### Met2 routing

Scale: 3 px per um.
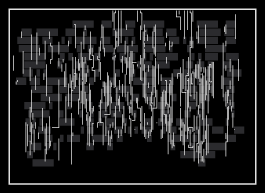
### Cells by drive strength

Scale: 6 px per um.
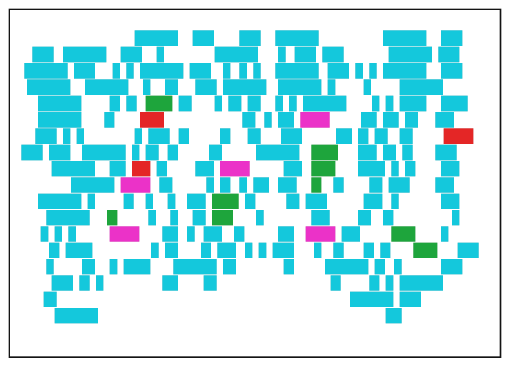
==> config.mk <==
export PLATFORM = sky130hd
export DESIGN_NAME = ball_movement
export DESIGN_NICKNAME = d
export VERILOG_FILES = /design/src/rtl/ball_movement.sv
export SDC_FILE = /design/constraint.sdc
export NUM_CORES = 1
export LEC_CHECK = 0
export CELL_PAD_IN_SITES_DETAIL_PLACEMENT = 1
export CELL_PAD_IN_SITES_GLOBAL_PLACEMENT = 2
export CORE_ASPECT_RATIO = 0.7
export CORE_UTILIZATION = 34
export CTS_CLUSTER_SIZE = 30
export DETAILED_ROUTE_END_ITERATION = 10
export PLACE_DENSITY = 0.89
export RECOVER_POWER = 25
export SLEW_MARGIN = 40
export SYNTH_ARGS = -nofsm -noshare
export SYNTH_HDL_FRONTEND = slang
export SYNTH_SLANG_ARGS = --single-unit
==> constraint.sdc <==
create_clock -name clk -period 5.8 [get_ports clk]
set_input_delay 1.45 -clock clk [delete_from_list [all_inputs] [get_ports clk]]
set_output_delay 1.45 -clock clk [all_outputs]
set_load 0.005 [all_outputs]
==> results.txt <==
Purpose: to document the outcome of synthesis and place and route.

Final timing
Hold timing on the final database bottoms out at a slack of 460 ps. The count of endpoints failing hold in the final timing report is 0. The sum of negative setup slack is 0 ps.

The worst-case setup margin in the final layout is 2380 ps. The smallest clock period supported by the final layout is computed as 3420 ps. Setup repair after global routing left no endpoint under its margin. Per the slew report, the remaining headroom to the max-slew limit stands at 53.3%. The transition time at the pin with the least slew margin is 692 ps.

Final layout
The final layout report lists a filler cell count of 496. The design has 29 sequential cells. The layout cell share with drive strength beyond 1 is 8.67%.

In the layout the commonest cells are sky130_fd_sc_hd__dfxtp_1 (29), sky130_fd_sc_hd__nor2_1 (22), sky130_fd_sc_hd__nand2_1 (16). After the last flow step, the layout net total stands at 204. The number of cells in the finished layout apart from fillers is 248. Summing all multi-input logic gate instances after layout gives 856 um2. The data-path buffer share of cell area in the final layout is 10.5%. The multi-input combinational area share is 47.4%.

Measured on the finished design, the core utilization comes to 44.1%. In the finished layout, the clock tree contains a buffer count of 6. The final antenna diode tally reported by the flow is 0.

Logic synthesis
After synthesis the netlist holds a flip-flop and latch count of 29. Yosys shows that the main logic family after synthesis is AND-OR/OR-AND gates. The most common cell in the synthesized netlist is sky130_fd_sc_hd__dfxtp_1.

The cell type with the highest aggregate area in the netlist is sky130_fd_sc_hd__dfxtp_1. The post-synthesis area per instance is 8.43 um2. The leading register cell type out of synthesis is sky130_fd_sc_hd__dfxtp_1. Of all flip-flops after synthesis, the portion carrying an async set or reset was 0%. The fraction of the yosys area taken by sequential cells is 38.5%. Summing the areas of all and, or, nand and nor instances in the mapped netlist gives 20.3% of the synthesized area. The synthesized instance count is 179. The synthesized design devotes to its leading area cell type 38.5% of total area. In the synthesized netlist, the cells that appear most often are sky130_fd_sc_hd__dfxtp_1 (29), sky130_fd_sc_hd__nor2_1 (22), sky130_fd_sc_hd__nand2_1 (16). Sorting the synthesized cells by area gives the leading types as sky130_fd_sc_hd__dfxtp_1 (38%), sky130_fd_sc_hd__nor2_1 (5.5%), sky130_fd_sc_hd__ha_1 (4.1%), sky130_fd_sc_hd__nand2_1 (4.0%), sky130_fd_sc_hd__a21oi_1 (3.6%).

The XOR/XNOR share of the synthesized area is 1.74%.

Clock tree
The post-cts repair resize count is 0. The clock net in this run drives a total of 29 sinks. The CTS tree is built. The number of buffers inserted for hold repair after clock tree synthesis is 0. In this run the post-CTS setup repair buffer count came out at 0. The clock network latency to the later pin of the worst-skew pair is 280 ps.

The clock buffer count from CTS is 5.

Critical path
The maximum single-stage delay on the critical path is 580 ps. The critical path goes through clkdlybuf4s50_1 > mux2_2 > a211oi_2 > o21ai_1 > and2_4 > or4_4 > a21oi_1. The number of cells traversed by the worst register-to-register path is 8. On the critical path, the stage with the largest delay is an instance of sky130_fd_sc_hd__or4_4.

The path type of the worst setup path is in2reg. For the worst setup path, the data required time is 6010 ps. The slack of the worst reg-to-reg path is 3080 ps. On the critical path the data arrives at 3630 ps. The cell type group with the largest total delay on the critical path is simple AND/OR/NAND/NOR gates.

STA classifies the critical path endpoint as a register. The kind of start point of the critical path is an input pin.

Detailed routing
Signal routing reaches up to met4. The detail route stage leaves a number of antenna-violating nets equal to 0. TritonRoute output was used to compute an average wire per cell of 17.2 um. The first detailed-routing pass took 4 iterations. In the routed design, unresolved DRC markers number 0. The total length of routed met2 wires is 1750 um.

Global routing
Per the GRT congestion report, total overflow comes to 0. On met1, the global router reports a usage of 32.1%. The number of antenna violations at the first check in global routing is 0. The most used routing layer is met1. Entering global routing, the biggest net connects 21 pins. The global-route wire length before repair is 7330 um.

Placed design
The number of input and output port buffers inserted is 19.

Die
The area of the placeable core is 4090 um2. The effective utilization at floorplan is 36.9%. According to the tapcell log, the count of inserted taps is 52.

The count of standard-cell rows is 19. The count of pins on the block boundary is 20. Measured along the x axis, the die boundary spans 81.6 um.

Pwr
Power attributed to the clock group is 0.159 mW. The relative contribution of combinational cells to total power is 10.4%. Per report_power, the Sequential row totals 0.212 mW. Looking at the power breakdown, sequential logic takes 51.2% of the total.

The cell-internal power is 0.305 mW. Dividing total power by cell area gives a power density of 230 nW/um2. The dominant power group in this design is registers.

Run status
The flow ran to the end, and the final reports show no timing, DRC or antenna violations.
Notes on 'Met2 routing' above:
nets with wire on the layer: 181
share of all routed wire: 41%
longest straight run: 22.1 um
met2 Resource Use GR: 27.7%
number of vias after detailed routing: 1427
Total Wirelength: 4270 um

Notes on 'Cells by drive strength' above:
[red] x3 and x4 | cells: 3 | share: 1.5%
[cyan] x1 and smaller | cells: 179 | share: 91%
[magenta] x6 and larger | cells: 5 | share: 2.6%
[green] x2 | cells: 9 | share: 4.6%
final cell area excluding filler cells: 1800 um2
synthesis-to-finish area growth: 19.6%
count of buffers not belonging to the clock network in the layout: 19

No activity file was given, so power comes from the tool's default toggle rates.
